`config.mk`:
```
export PLATFORM = sky130hd
export DESIGN_NAME = cstn_rx_flat
export DESIGN_NICKNAME = d
export VERILOG_FILES = /design/src/rtl/cstn_pkg.sv /design/src/rtl/cstn_rx_if.sv /design/src/rtl/cstn_rx_sync.sv /design/src/rtl/cstn_rx.sv /design/src/flat_wrapper.sv
export SDC_FILE = /design/constraint.sdc
export NUM_CORES = 1
export LEC_CHECK = 0
export CELL_PAD_IN_SITES_DETAIL_PLACEMENT = 1
export CELL_PAD_IN_SITES_GLOBAL_PLACEMENT = 2
export CORE_MARGIN = 10
export CORE_UTILIZATION = 35
export DETAILED_ROUTE_END_ITERATION = 10
export PLACE_DENSITY_LB_ADDON = 0.1
export REMOVE_ABC_BUFFERS = 1
export SYNTH_ARGS = -nofsm -noshare
export SYNTH_HDL_FRONTEND = slang
export SYNTH_SLANG_ARGS = --single-unit
```
`constraint.sdc`:
```
create_clock -name clk -period 2.8 [get_ports clk]
set_input_delay 0.42 -clock clk [delete_from_list [all_inputs] [get_ports clk]]
set_output_delay 0.42 -clock clk [all_outputs]
set_load 0.01 [all_outputs]
```
`src/rtl/cstn_pkg.sv`:
```
// Shared CSTN panel-bus definitions: default geometry, receiver state encoding
// and the 3-bit upper/lower interleave used by the 48-bit FIFO word.
package cstn_pkg;

    localparam int CSTN_H_ACT = 240;
    localparam int CSTN_V_ACT = 240;

    typedef enum logic {
        RX_IDLE   = 1'b0,
        RX_ACTIVE = 1'b1
    } rx_state_t;

    typedef struct packed {
        logic [23:0] ub;
        logic [23:0] lb;
    } cstn_pair_t;

    // Word layout alternates 3-bit groups, upper half first, MSB group first.
    function automatic logic [47:0] cstn_pack(input logic [23:0] ub, input logic [23:0] lb);
        logic [47:0] w;
        w = '0;
        for (int k = 0; k < 8; k++) begin
            w[47-6*k -: 3] = ub[23-3*k -: 3];
            w[44-6*k -: 3] = lb[23-3*k -: 3];
        end
        return w;
    endfunction

    function automatic cstn_pair_t cstn_unpack(input logic [47:0] w);
        cstn_pair_t p;
        p = '0;
        for (int k = 0; k < 8; k++) begin
            p.ub[23-3*k -: 3] = w[47-6*k -: 3];
            p.lb[23-3*k -: 3] = w[44-6*k -: 3];
        end
        return p;
    endfunction

endpackage

```
`src/rtl/cstn_rx_if.sv`:
```
// CSTN panel bus plus the FIFO write port seen by the receiver.
// master = panel driver / FIFO side, slave = cstn_rx.
interface cstn_rx_if;
    logic        cstn_xck;
    logic        cstn_lp;
    logic        cstn_flm;
    logic [7:0]  cstn_ud;
    logic [7:0]  cstn_ld;
    logic [47:0] fifo_wdata;
    logic        fifo_we;
    logic        fifo_full;

    modport master (
        output cstn_xck, cstn_lp, cstn_flm, cstn_ud, cstn_ld, fifo_full,
        input  fifo_wdata, fifo_we
    );

    modport slave (
        input  cstn_xck, cstn_lp, cstn_flm, cstn_ud, cstn_ld, fifo_full,
        output fifo_wdata, fifo_we
    );
endinterface

```
`src/rtl/cstn_rx_sync.sv`:
```
// Optional two-flop input synchronizer (CSTN_RX_SYNC_EN) and edge detector.
// Data leaves from the same stage as XCK so a fall always sees settled bytes.
module cstn_rx_sync (
    input  logic       clk,
    input  logic       rst,
    input  logic       xck,
    input  logic       lp,
    input  logic       flm,
    input  logic [7:0] ud,
    input  logic [7:0] ld,
    output logic       xck_fall,
    output logic       lp_rise,
    output logic       flm_rise,
    output logic [7:0] ud_q,
    output logic [7:0] ld_q
);

    logic [18:0] bus_p0;
    logic [18:0] cur;
    logic [2:0]  prev_p1;

    assign bus_p0 = {xck, lp, flm, ud, ld};

`ifdef CSTN_RX_SYNC_EN
    logic [18:0] bus_p1;
    logic [18:0] bus_p2;

    // Whole bundle shares one depth so XCK/data alignment is preserved.
    always_ff @(posedge clk or negedge rst) begin
        if (!rst) begin
            bus_p1 <= '0;
            bus_p2 <= '0;
        end else begin
            bus_p1 <= bus_p0;
            bus_p2 <= bus_p1;
        end
    end

    assign cur = bus_p2;
`else
    assign cur = bus_p0;
`endif

    always_ff @(posedge clk or negedge rst) begin
        if (!rst) prev_p1 <= '0;
        else      prev_p1 <= cur[18:16];
    end

    assign xck_fall = prev_p1[2] & ~cur[18];
    assign lp_rise  = ~prev_p1[1] & cur[17];
    assign flm_rise = ~prev_p1[0] & cur[16];
    assign ud_q     = cur[15:8];
    assign ld_q     = cur[7:0];

endmodule

```
`src/rtl/cstn_rx.sv`:
```
// CSTN panel-bus receiver: rebuilds 48-bit pixel words from UD/LD bytes,
// tracks line/frame structure and flags errors. Optional: CSTN_RX_SYNC_EN.
module cstn_rx
    import cstn_pkg::*;
#(
    parameter int H_ACT = CSTN_H_ACT,
    parameter int V_ACT = CSTN_V_ACT,
    parameter int CNT_W = 11
) (
    input  logic             clk,
    input  logic             rst,
    cstn_rx_if.slave         bus,
    input  logic             err_clr,
    output logic [CNT_W-1:0] line_count,
    output logic             frame_done,
    output logic             err_line,
    output logic             err_ovf,
    output logic             err_frame
);

    localparam logic [CNT_W-1:0] H_LIM = CNT_W'(H_ACT);
    localparam logic [CNT_W-1:0] V_LIM = CNT_W'(V_ACT);

    logic             xck_fall;
    logic             lp_rise;
    logic             flm_rise;
    logic [7:0]       ud_s;
    logic [7:0]       ld_s;

    rx_state_t        state;
    rx_state_t        state_nxt;
    logic [CNT_W-1:0] pix_cnt;
    logic [CNT_W-1:0] pix_nxt;
    logic [CNT_W-1:0] line_nxt;
    logic [1:0]       byte_idx;
    logic [1:0]       idx_nxt;
    logic             cap;
    logic             word_done;
    logic             done_nxt;
    logic             set_line;
    logic             set_frame;
    logic             set_ovf;
    logic             word_vld;
    logic [23:0]      ub;
    logic [23:0]      lb;

    cstn_rx_sync u_sync (
        .clk      (clk),
        .rst      (rst),
        .xck      (bus.cstn_xck),
        .lp       (bus.cstn_lp),
        .flm      (bus.cstn_flm),
        .ud       (bus.cstn_ud),
        .ld       (bus.cstn_ld),
        .xck_fall (xck_fall),
        .lp_rise  (lp_rise),
        .flm_rise (flm_rise),
        .ud_q     (ud_s),
        .ld_q     (ld_s)
    );

    always_comb begin
        state_nxt = state;
        pix_nxt   = pix_cnt;
        idx_nxt   = byte_idx;
        line_nxt  = line_count;
        cap       = 1'b0;
        word_done = 1'b0;
        done_nxt  = 1'b0;
        set_line  = 1'b0;
        set_frame = 1'b0;
        case (state)
            RX_IDLE: begin
                if (flm_rise) begin
                    state_nxt = RX_ACTIVE;
                    pix_nxt   = '0;
                    idx_nxt   = '0;
                    line_nxt  = '0;
                end
            end
            RX_ACTIVE: begin
                if (flm_rise) begin
                    set_frame = 1'b1;
                    pix_nxt   = '0;
                    idx_nxt   = '0;
                    line_nxt  = '0;
                end else begin
                    // Byte capture is resolved first so a coincident LP counts it.
                    if (xck_fall) begin
                        cap     = 1'b1;
                        pix_nxt = (pix_cnt == '1) ? pix_cnt : pix_cnt + CNT_W'(1);
                        if (byte_idx == 2'd2) begin
                            idx_nxt   = 2'd0;
                            word_done = 1'b1;
                        end else begin
                            idx_nxt = byte_idx + 2'd1;
                        end
                    end
                    if (lp_rise) begin
                        set_line = (pix_nxt != H_LIM) || (idx_nxt != 2'd0);
                        line_nxt = line_count + CNT_W'(1);
                        pix_nxt  = '0;
                        idx_nxt  = 2'd0;
                        if (line_nxt == V_LIM) begin
                            done_nxt  = 1'b1;
                            state_nxt = RX_IDLE;
                        end
                    end
                end
            end
            default: state_nxt = RX_IDLE;
        endcase
    end

    assign set_ovf     = word_vld & bus.fifo_full;
    assign bus.fifo_we = word_vld & ~bus.fifo_full;

    always_ff @(posedge clk) begin
        if (cap) begin
            case (byte_idx)
                2'd0:    begin ub[23:16] <= ud_s; lb[23:16] <= ld_s; end
                2'd1:    begin ub[15:8]  <= ud_s; lb[15:8]  <= ld_s; end
                default: begin ub[7:0]   <= ud_s; lb[7:0]   <= ld_s; end
            endcase
        end
    end

    // Word is registered in the cycle after the third byte's XCK fall.
    always_ff @(posedge clk or negedge rst) begin
        if (!rst) begin
            state          <= RX_IDLE;
            pix_cnt        <= '0;
            byte_idx       <= '0;
            line_count     <= '0;
            frame_done     <= 1'b0;
            word_vld       <= 1'b0;
            bus.fifo_wdata <= '0;
            err_line       <= 1'b0;
            err_ovf        <= 1'b0;
            err_frame      <= 1'b0;
        end else begin
            state      <= state_nxt;
            pix_cnt    <= pix_nxt;
            byte_idx   <= idx_nxt;
            line_count <= line_nxt;
            frame_done <= done_nxt;
            word_vld   <= word_done;
            if (word_done)
                bus.fifo_wdata <= cstn_pack({ub[23:8], ud_s}, {lb[23:8], ld_s});
            err_line   <= set_line  | (err_line  & ~err_clr);
            err_ovf    <= set_ovf   | (err_ovf   & ~err_clr);
            err_frame  <= set_frame | (err_frame & ~err_clr);
        end
    end

endmodule
```
`src/flat_wrapper.sv`:
```
// flat-port wrapper written by rule: the top's interface ports become plain ports
module cstn_rx_flat import cstn_pkg::*;
#(
    parameter int H_ACT = CSTN_H_ACT,
    parameter int V_ACT = CSTN_V_ACT,
    parameter int CNT_W = 11
)
  (clk, rst, err_clr, line_count, frame_done, err_line, err_ovf, err_frame, bus_cstn_xck, bus_cstn_lp, bus_cstn_flm, bus_cstn_ud, bus_cstn_ld, bus_fifo_full, bus_fifo_wdata, bus_fifo_we);
  cstn_rx_if bus_i ();
  input  logic clk;
  input  logic rst;
  input  logic err_clr;
  output logic [CNT_W-1:0] line_count;
  output logic frame_done;
  output logic err_line;
  output logic err_ovf;
  output logic err_frame;
  input wire logic [$bits(bus_i.cstn_xck)-1:0] bus_cstn_xck;
  input wire logic [$bits(bus_i.cstn_lp)-1:0] bus_cstn_lp;
  input wire logic [$bits(bus_i.cstn_flm)-1:0] bus_cstn_flm;
  input wire logic [$bits(bus_i.cstn_ud)-1:0] bus_cstn_ud;
  input wire logic [$bits(bus_i.cstn_ld)-1:0] bus_cstn_ld;
  input wire logic [$bits(bus_i.fifo_full)-1:0] bus_fifo_full;
  output wire logic [$bits(bus_i.fifo_wdata)-1:0] bus_fifo_wdata;
  output wire logic [$bits(bus_i.fifo_we)-1:0] bus_fifo_we;
  assign bus_i.cstn_xck = bus_cstn_xck;
  assign bus_i.cstn_lp = bus_cstn_lp;
  assign bus_i.cstn_flm = bus_cstn_flm;
  assign bus_i.cstn_ud = bus_cstn_ud;
  assign bus_i.cstn_ld = bus_cstn_ld;
  assign bus_i.fifo_full = bus_fifo_full;
  assign bus_fifo_wdata = bus_i.fifo_wdata;
  assign bus_fifo_we = bus_i.fifo_we;
  cstn_rx #(.H_ACT(H_ACT), .V_ACT(V_ACT), .CNT_W(CNT_W)) u_core (.clk(clk), .rst(rst), .bus(bus_i), .err_clr(err_clr), .line_count(line_count), .frame_done(frame_done), .err_line(err_line), .err_ovf(err_ovf), .err_frame(err_frame));
endmodule
```
==> images/flops_by_reg.png <==
Scale: 3 px per um. Other sequential cells in the stronger grey, the rest of the logic in the fainter grey.
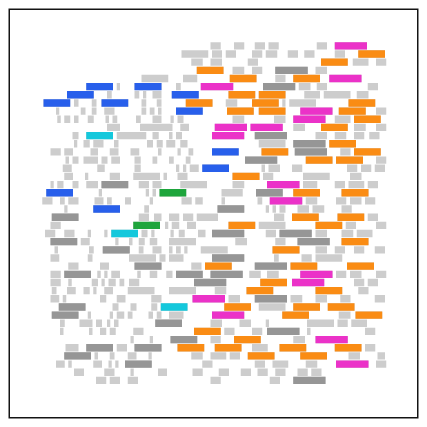
| colour | netlist name | sequential cells |
|---|---|---|
| cyan | u_core.u_sync.prev_p1 | 3 |
| orange | u_core.bus.fifo_wdata | 48 |
| green | u_core.byte_idx | 2 |
| blue | u_core.pix_cnt | 11 |
| magenta | u_core.lb | 16 |

==> images/congestion.png <==
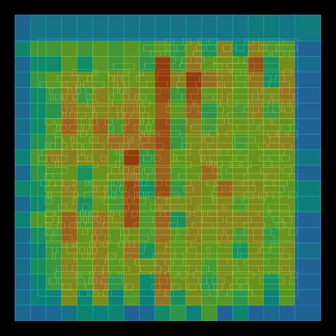
met1 track demand over resource: 0.160
total routing usage reported by global routing: 0.130
met2 global-route usage: 0.201
Global Route met3 Usage: 0.0504

==> out/metrics.csv <==
metric,value,unit
post_cts_resized,0,
regMostFlops,u_core.bus.fifo_wdata,
critical_path.slowest_cell,dfrtp_1,
post_cts_buffers,0,
dp.final_hpwl,7.80,mm
period_minus_slack,2.22,ns
global_route.peak_usage_layer,met2,
fill_cells,1339,
worst_path_largest_cell_delay,0.43,ns
pwr-share-seq,0.425,
top_level_ports,87,
chip_area,18400,um2
synthesis.instances,343,
sequential_cell_total,113,
seq_area_frac_synth,0.638,
clkLatencyLatePin,0.40,ns
routed_wire_length,11.4,mm
placed_cell_count,597,
route.vias.total,3081,
p_seq,1.96,mW
synthXorXnorAreaFrac,0.0262,
share_of_layout_cells_above_drive_strength_1,0.201,
min_path_cells,1,
yosysWarningCount,0,
area_figure_in_the_yosys_stat_output,4690,um2
fin_crit_sh,0.794,
pre_cts_ws,0.354,ns
synthAdderAreaFrac,0.00801,
ys_cells,343,
setup_slack,0.577,ns
fin_setup_tns,0,ns
reg2reg_setup_slack,0.58,ns
p_per_area,729,nW/um2
finalHoldViolCount,0,
cts_num_sinks,113,
max-vdd-ir-drop,0.378,mV
final_antenna_net_count,0,
std_cell_rows,42,
worstReg2RegEnd,u_core.err_line,
status,finished clean,
finalSetupViolCount,0,
worst_pin_slew,0.577,ns
cells_along_the_critical_path,ha_1 -> and4_1 -> nand4_1 -> and3_1 -> mux2_1 -> o32a_1,
crit_path_start_kind,flop,
final_util,0.479,
final-seq-area,2990,um2
ys_dominant_reg_cell,dfrtp_1,
grt_max_degree,50,
drv_slew,0,
synth_area_leader_cell,dfrtp_1,
mostFrequentLayoutCell,clkdlybuf4s50_1,
area.share.combinational,0.250,
reg2reg_start,u_core.pix_cnt[0],
via_count_of_the_first_global_routing_pass,3329,
wire_length_of_the_first_global_routing_pass,18.5,mm
r2r_cells,6,
crit_arrival,2.51,ns
mux_area_frac,0.129,
asyncSetResetFlopFracSynth,0.717,
remaining_drc_errors,0,
most_common_cell,dfrtp_1,
drt_first_pass_iters,4,
largest_register_ffs,48,
finalPower,4.60,mW
path_class,flop to flop,
max-cap-violations,0,
finish.cell_count_without_fillers,629,
htree_num_levels,4,
timing.critical_path.from,u_core.pix_cnt[0],
mostFrequentLayoutCells,"clkdlybuf4s50_1 (85), dfrtp_1 (81), mux2_2 (39)",
core_region_area,13200,um2
cp-endpoint,u_core.err_line,
first_iter_violations,131,
Power is estimated from default activity; no workload was simulated.
